met1.png
Supply wires on this layer in gray.
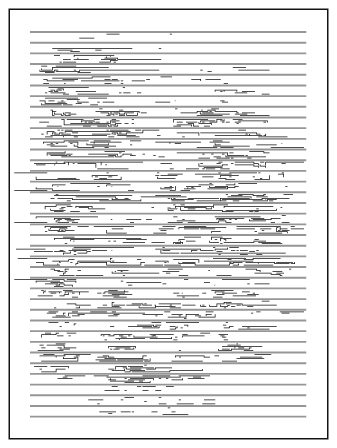
met2.png
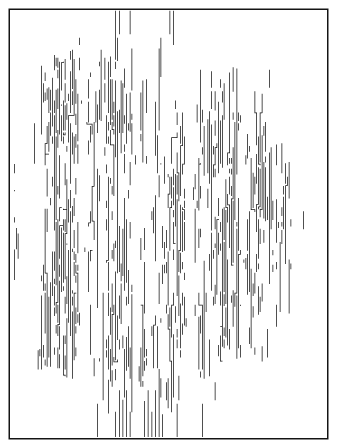
met3.png
The bar under the picture is 20 µm long. Cells faint in the background.
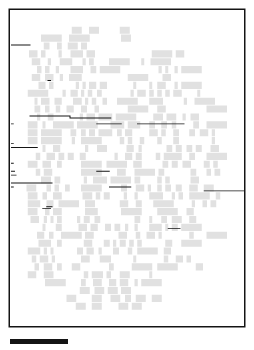
gate_families.png
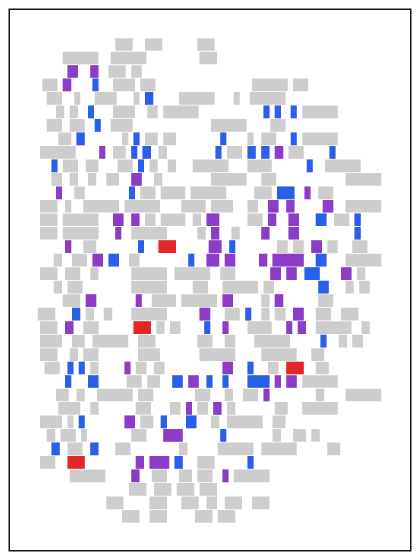
final_clocks.png
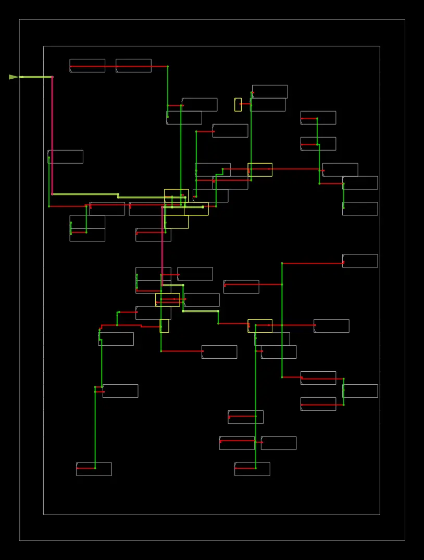
File: src/rtl/snake_pkg.sv
// Shared definitions for the snake design: direction and game-state
// encodings, UART key codes and default grid dimensions. Reused by the
// step controller, the body logic and the renderer.
package snake_pkg;

  typedef enum logic [1:0] {
    DIR_UP    = 2'd0,
    DIR_RIGHT = 2'd1,
    DIR_DOWN  = 2'd2,
    DIR_LEFT  = 2'd3
  } dir_t;

  typedef enum logic [1:0] {
    ST_IDLE  = 2'd0,
    ST_RUN   = 2'd1,
    ST_PAUSE = 2'd2,
    ST_DEAD  = 2'd3
  } state_t;

  // Lowercase ASCII key codes; anything else is ignored
  localparam logic [7:0] KEY_UP      = 8'h77;  // 'w'
  localparam logic [7:0] KEY_RIGHT   = 8'h64;  // 'd'
  localparam logic [7:0] KEY_DOWN    = 8'h73;  // 's'
  localparam logic [7:0] KEY_LEFT    = 8'h61;  // 'a'
  localparam logic [7:0] KEY_SPACE   = 8'h20;  // start / pause
  localparam logic [7:0] KEY_RESTART = 8'h72;  // 'r'

  // 640x480 screen divided into 16x16 cells
  localparam int GRID_W_DEF = 40;
  localparam int GRID_H_DEF = 30;

  // Opposite directions differ exactly in bit 1 with the encoding above
  function automatic logic is_opposite(input dir_t a, input dir_t b);
    return (a ^ b) == 2'd2;
  endfunction

endpackage

File: src/rtl/snake_tick_gen.sv
// Game-step prescaler: counts 0..TICK_DIV-1 while enabled, holds while
// disabled, and flags the terminal count so the caller can step on the
// following edge. clear zeroes the count and dominates en.
module snake_tick_gen #(
  parameter int TICK_DIV = 2_500_000
) (
  input  logic clk,
  input  logic rst,
  input  logic clear,
  input  logic en,
  output logic terminal
);

  localparam int CW = (TICK_DIV > 1) ? $clog2(TICK_DIV) : 1;
  localparam logic [CW-1:0] LAST = CW'(TICK_DIV - 1);

  logic [CW-1:0] r_count;

  assign terminal = en && (r_count == LAST);

  // Step counter: wraps at the terminal count, frozen when not enabled
  always_ff @(posedge clk) begin
    if (rst || clear) begin
      r_count <= '0;
    end else if (en) begin
      r_count <= terminal ? '0 : r_count + 1'b1;
    end
  end

endmodule

File: src/rtl/snake_step_ctrl.sv
// Snake game sequencer: decodes UART key bytes into direction and
// start/pause/restart commands, runs the IDLE/RUN/PAUSE/DEAD machine and
// advances the head one cell per game step with wrap-around on the grid.
module snake_step_ctrl
  import snake_pkg::*;
#(
  parameter int TICK_DIV = 2_500_000,
  parameter int GRID_W   = GRID_W_DEF,
  parameter int GRID_H   = GRID_H_DEF,
  parameter int START_X  = 20,
  parameter int START_Y  = 15
) (
  input  logic       clk,
  input  logic       rst,
  input  logic [7:0] dataRX,
  input  logic       WR_RX,
  input  logic       collision,
  output logic [5:0] head_x,
  output logic [4:0] head_y,
  output logic [1:0] dir,
  output logic       step,
  output logic       clear,
  output logic [1:0] state
);

  localparam logic [5:0] X_START = 6'(START_X);
  localparam logic [4:0] Y_START = 5'(START_Y);
  localparam logic [5:0] X_LAST  = 6'(GRID_W - 1);
  localparam logic [4:0] Y_LAST  = 5'(GRID_H - 1);

  state_t     r_state;
  state_t     w_state_next;
  dir_t       r_dir;
  dir_t       r_pending_dir;
  logic [5:0] r_head_x;
  logic [4:0] r_head_y;
  logic       r_step;
  logic       r_check;
  logic       r_clear;

  dir_t       w_key_dir;
  logic       w_key_is_dir;
  logic       w_key_space;
  logic       w_restart;
  logic       w_dir_accept;
  logic       w_dead_hit;
  logic       w_tick_en;
  logic       w_tick_clr;
  logic       w_tick;
  logic [5:0] w_head_x_next;
  logic [4:0] w_head_y_next;

  // Key decode: only valid bytes with WR_RX high count as keys
  always_comb begin
    w_key_dir    = DIR_UP;
    w_key_is_dir = 1'b0;
    case (dataRX)
      KEY_UP:    begin w_key_dir = DIR_UP;    w_key_is_dir = WR_RX; end
      KEY_RIGHT: begin w_key_dir = DIR_RIGHT; w_key_is_dir = WR_RX; end
      KEY_DOWN:  begin w_key_dir = DIR_DOWN;  w_key_is_dir = WR_RX; end
      KEY_LEFT:  begin w_key_dir = DIR_LEFT;  w_key_is_dir = WR_RX; end
      default:   begin w_key_dir = DIR_UP;    w_key_is_dir = 1'b0;  end
    endcase
  end

  assign w_key_space  = WR_RX && (dataRX == KEY_SPACE);
  assign w_restart    = WR_RX && (dataRX == KEY_RESTART);
  // Legality is judged against the committed direction, not the pending one
  assign w_dir_accept = w_key_is_dir && (r_state != ST_DEAD) &&
                        !is_opposite(r_dir, w_key_dir);
  // collision only matters in the cycle right after a step pulse
  assign w_dead_hit   = r_check && collision;

  // Next-state logic; restart overrides everything, including a collision
  always_comb begin
    w_state_next = r_state;
    if (w_restart) begin
      w_state_next = ST_IDLE;
    end else begin
      case (r_state)
        ST_IDLE:  if (w_key_space) w_state_next = ST_RUN;
        ST_RUN: begin
          if (w_dead_hit)       w_state_next = ST_DEAD;
          else if (w_key_space) w_state_next = ST_PAUSE;
        end
        ST_PAUSE: if (w_key_space) w_state_next = ST_RUN;
        ST_DEAD:  w_state_next = ST_DEAD;
        default:  w_state_next = ST_IDLE;
      endcase
    end
  end

  // State register
  always_ff @(posedge clk) begin
    if (rst) r_state <= ST_IDLE;
    else     r_state <= w_state_next;
  end

  // Counter runs only while staying in RUN, so a pause on the terminal
  // cycle freezes it at TICK_DIV-1 and the step fires right after resume
  assign w_tick_en  = (r_state == ST_RUN) && (w_state_next == ST_RUN);
  assign w_tick_clr = w_restart || (r_state == ST_IDLE) || (r_state == ST_DEAD);

  snake_tick_gen #(
    .TICK_DIV (TICK_DIV)
  ) u_tick_gen (
    .clk      (clk),
    .rst      (rst),
    .clear    (w_tick_clr),
    .en       (w_tick_en),
    .terminal (w_tick)
  );

  // Head arithmetic in the direction about to be committed, with wrap
  always_comb begin
    w_head_x_next = r_head_x;
    w_head_y_next = r_head_y;
    case (r_pending_dir)
      DIR_UP:    w_head_y_next = (r_head_y == 5'd0)  ? Y_LAST : r_head_y - 5'd1;
      DIR_RIGHT: w_head_x_next = (r_head_x == X_LAST) ? 6'd0  : r_head_x + 6'd1;
      DIR_DOWN:  w_head_y_next = (r_head_y == Y_LAST) ? 5'd0  : r_head_y + 5'd1;
      DIR_LEFT:  w_head_x_next = (r_head_x == 6'd0)  ? X_LAST : r_head_x - 6'd1;
      default:   w_head_x_next = r_head_x;
    endcase
  end

  // Head, direction and pulse registers
  always_ff @(posedge clk) begin
    if (rst || w_restart) begin
      r_head_x      <= X_START;
      r_head_y      <= Y_START;
      r_dir         <= DIR_RIGHT;
      r_pending_dir <= DIR_RIGHT;
      r_step        <= 1'b0;
      r_check       <= 1'b0;
      r_clear       <= !rst && w_restart;
    end else begin
      r_clear <= 1'b0;
      r_step  <= w_tick;
      r_check <= r_step;
      if (w_tick) begin
        r_dir    <= r_pending_dir;
        r_head_x <= w_head_x_next;
        r_head_y <= w_head_y_next;
      end
      if (w_dir_accept) begin
        r_pending_dir <= w_key_dir;
      end
    end
  end

  assign head_x = r_head_x;
  assign head_y = r_head_y;
  assign dir    = r_dir;
  assign step   = r_step;
  assign clear  = r_clear;
  assign state  = r_state;

endmodule

File: config.mk
export PLATFORM = sky130hd
export DESIGN_NAME = snake_step_ctrl
export DESIGN_NICKNAME = d
export VERILOG_FILES = /design/src/rtl/snake_pkg.sv /design/src/rtl/snake_tick_gen.sv /design/src/rtl/snake_step_ctrl.sv
export SDC_FILE = /design/constraint.sdc
export NUM_CORES = 1
export LEC_CHECK = 0
export CELL_PAD_IN_SITES_DETAIL_PLACEMENT = 1
export CELL_PAD_IN_SITES_GLOBAL_PLACEMENT = 2
export CORE_ASPECT_RATIO = 1.4
export CORE_MARGIN = 5
export CORE_UTILIZATION = 36
export DETAILED_ROUTE_END_ITERATION = 6
export HOLD_SLACK_MARGIN = 0.06
export PLACE_DENSITY = 0.9
export RECOVER_POWER = 100
export SLEW_MARGIN = 20
export SYNTH_ARGS = -nofsm -noshare
export SYNTH_HDL_FRONTEND = slang
export SYNTH_HIERARCHICAL = 1
export SYNTH_SLANG_ARGS = --single-unit
File: constraint.sdc
create_clock -name clk -period 8.56 [get_ports clk]
set_input_delay 1.712 -clock clk [delete_from_list [all_inputs] [get_ports clk]]
set_output_delay 1.712 -clock clk [all_outputs]
set_load 0.02 [all_outputs]
==> impl_metrics.tcl <==
# flow metrics
set metrics [dict create \
    finalSetupTns_ns 0 \
    edf_count 0 \
    rows 36 \
    finalHoldViolCount 0 \
    fmax_mhz 186 \
    cts_root_buffer "clkbuf_8" \
    yosys.area.top_type "dfxtp_1" \
    vdd_drop_max_uv 66.9 \
    yosysTopAreaCellShare_pct 33.4 \
    chip_area_mm2 0.00879 \
    register_area_um2 841 \
    worst_ep_required_time_ns 8.65 \
    core-area_mm2 0.00689 \
    slew_headroom_pct -44.0 \
    grt_pass1_wl_mm 11.9 \
    critPathLaunchType "input port" \
    power.leakage_nw 0.948 \
    grt_util_all_layers_pct 16.8 \
    netlist_instances 302 \
    ys_async_sr_fraction_pct 0 \
    num_io_pins 29 \
    period_used_pct 62.8 \
    synth_area_mm2 0.00252 \
    power.total_w 0.000342 \
    yosys_area_mm2 0.00252 \
    first_global_vias 2444 \
    rsz0062_at_grt "no" \
    most_common_cell "dfxtp_1" \
    grt_max_degree 20 \
    yosysCellCount 302 \
    ys_seq_share_pct 33.4 \
    worst_slew_pin_slew_ns 2.14 \
    maxSlewViolCount 20 \
    gp_congestion 0.833 \
    clkTransAtPathRegs_ns 0.08 \
    finalSetupViolCount 0 \
    firstDrtPassIters 4 \
    postRouteAntennaNets 0 \
    cts_buffer_depth 2 \
    fp_util_pct 36.5 \
    die_y_um 109 \
    cts_buffers 5 \
    top_cells_by_count "42 x dfxtp_1, 34 x nor2_1, 18 x o21ai_0" \
    nets 342 \
    comb_area_mm2 0.00155 \
    avgViaCountPerCell 5.70 \
    place_ws_ns 3.39 \
    post_cts_buffers 0 \
    finalWorstSetupSlack_ns 3.19 \
    violations "max-capacitance violations, max-slew violations" \
    post_cts_resized 0 \
    nFillCells 853 \
    synth_area_per_cell_um2 8.34 \
    antenna_cells 0 \
    antenna_found_initial 0 \
    yosysWarnings 6 \
    drive_gt1_share_pct 4.94 \
    htree_levels 2 \
    drtIter0Drc 127 \
    grt-ovfl-total 0 \
    die_x_um 80.7 \
    hold_path_class "reg2reg" \
    outcome "finished with violations" \
    cap_violations 1 \
    portBuffers 28 \
]
## Picture notes: met1.png
The longest straight run is 26.7 µm. The wires run mostly horizontal. The layer carries 2900 µm of wire. The layer holds 42% of the routed length.
WL final: 6.82 mm
met1 Usage GRT: 19.7%
Vias: 2388

## Picture notes: met2.png
The longest straight run is 41.1 µm. 309 nets have wire on it.
met2 global-route usage: 31.6%

## Picture notes: met3.png
16 nets have wire on it. The longest straight run is 16.1 µm. The layer holds 1.8% of the routed length. The layer carries 123 µm of wire. The wires run mostly horizontal.
met3 Usage GRT: 2.89%

## Picture notes: gate_families.png
Key: NAND gates = purple [cells 55]; multiplexers = red [cells 4]; NOR gates = blue [cells 53]
fraction of area in multi-input gates: 53.3%
Top cell excl fill/tap: dfxtp_1

## Picture notes: final_clocks.png
Flops: 42
Clk Latency, worst-skew pair: 0.29 ns
clock sinks: 42
clock buffers: 7

[where the power goes]
group / total (W) / internal [W] / switching (W) / leakage, nW
registers: 0.000195 / 0.000195 / 0.000000100 / 0.338
logic: 0.0000129 / 0.00000653 / 0.00000637 / 0.561
clock network: 0.000134 / 0.0000652 / 0.0000688 / 0.0482
total: 0.000342 / 0.000267 / 0.0000752 / 0.948
[sequential cells by signal, indices dropped and copies added (netlist names)]
| name | flops |
|---|---|
| clear | 1 |
| dir | 2 |
| head_x | 6 |
| head_y | 5 |
| r_check | 1 |
| r_pending_dir | 2 |
| state | 2 |
| step | 1 |
| u_tick_gen/r_count | 22 |
[per-stage QoR]
| step | hold slack (ns) | cell area [µm²] | utilization (%) | instances |
|---|---|---|---|---|
| finish | 0.505 | 2910 | 42.2 | 419 |
| global route | 0.525 | 2910 | 42.2 | 419 |
| CTS | 0.511 | 2940 | 42.6 | 419 |
| detailed placement | 0.494 | 2850 | 41.3 | 411 |
| global placement | 0.484 | 2850 | 41.3 | 411 |
| floorplan | 0.448 | 2520 | - | 302 |
[critical path, cell delays in order]
cell	delay, ns
dlygate4sd3_1	0.54
or3b_1	0.27
o311ai_0	0.13
nor2_1	0.41
and4_1	0.45
nand4_1	0.17
o21ai_0	1.64
nor2_1	0.13
[layout by cell type, fill, tap and decap left out, types with 7 or more instances in the layout]
cell type and count:
o21ai_0 21, clkdlybuf4s50_1 10, a21oi_1 13, dfxtp_1 42
xor2_1 12, dlygate4sd3_1 18, a211oi_1 7, ha_1 7
nand3_1 15, inv_1 7, nand4_1 15, nor3_1 9
nor2_1 34, nand2_1 13, xnor2_1 9
[worst paths after layout]
kind,endpoint,start,cells after the start,slack [ns]
worst min-delay path,r_check,step,1,0.50
worst max register to register,u_tick_gen/r_count[9],r_check,8,4.83
worst min register to register,r_check,step,1,0.50
worst max-delay path,u_tick_gen/r_count[9],dataRX[6],8,3.19
[logic make-up (layout without fill, tap and decap cells)]
family / after synthesis / after routing / synth area share, %
flip-flops: 42 / 42 / 33.4
buffers and inverters: 21 / 43 / 3.88
XOR/XNOR: 21 / 21 / 7.30
AND-OR/OR-AND: 65 / 65 / 17.6
AND/OR/NAND/NOR: 142 / 142 / 32.7
adder cells (fa/ha/maj): 7 / 7 / 3.48
multiplexers: 4 / 4 / 1.59
[per-layer routing]
metal	track usage [%]	wire [µm]	up-vias
met4	3.38	40	0
met1	19.7	2900	1193
met5	0	0	-
met3	2.89	123	4
met2	31.6	3760	25
li1	-	-	1166
[layout make-up]
| class | instances | area share, % |
|---|---|---|
| clock inverters | 1 | 0.172 |
| inverters | 7 | 0.904 |
| repair buffers | 28 | 9.64 |
| well taps | 95 | 4.09 |
| flip-flops and latches | 42 | 28.9 |
| clock buffers | 7 | 2.97 |
| multi-input cells | 239 | 53.3 |
No activity file was given, so power comes from the tool's default toggle rates.
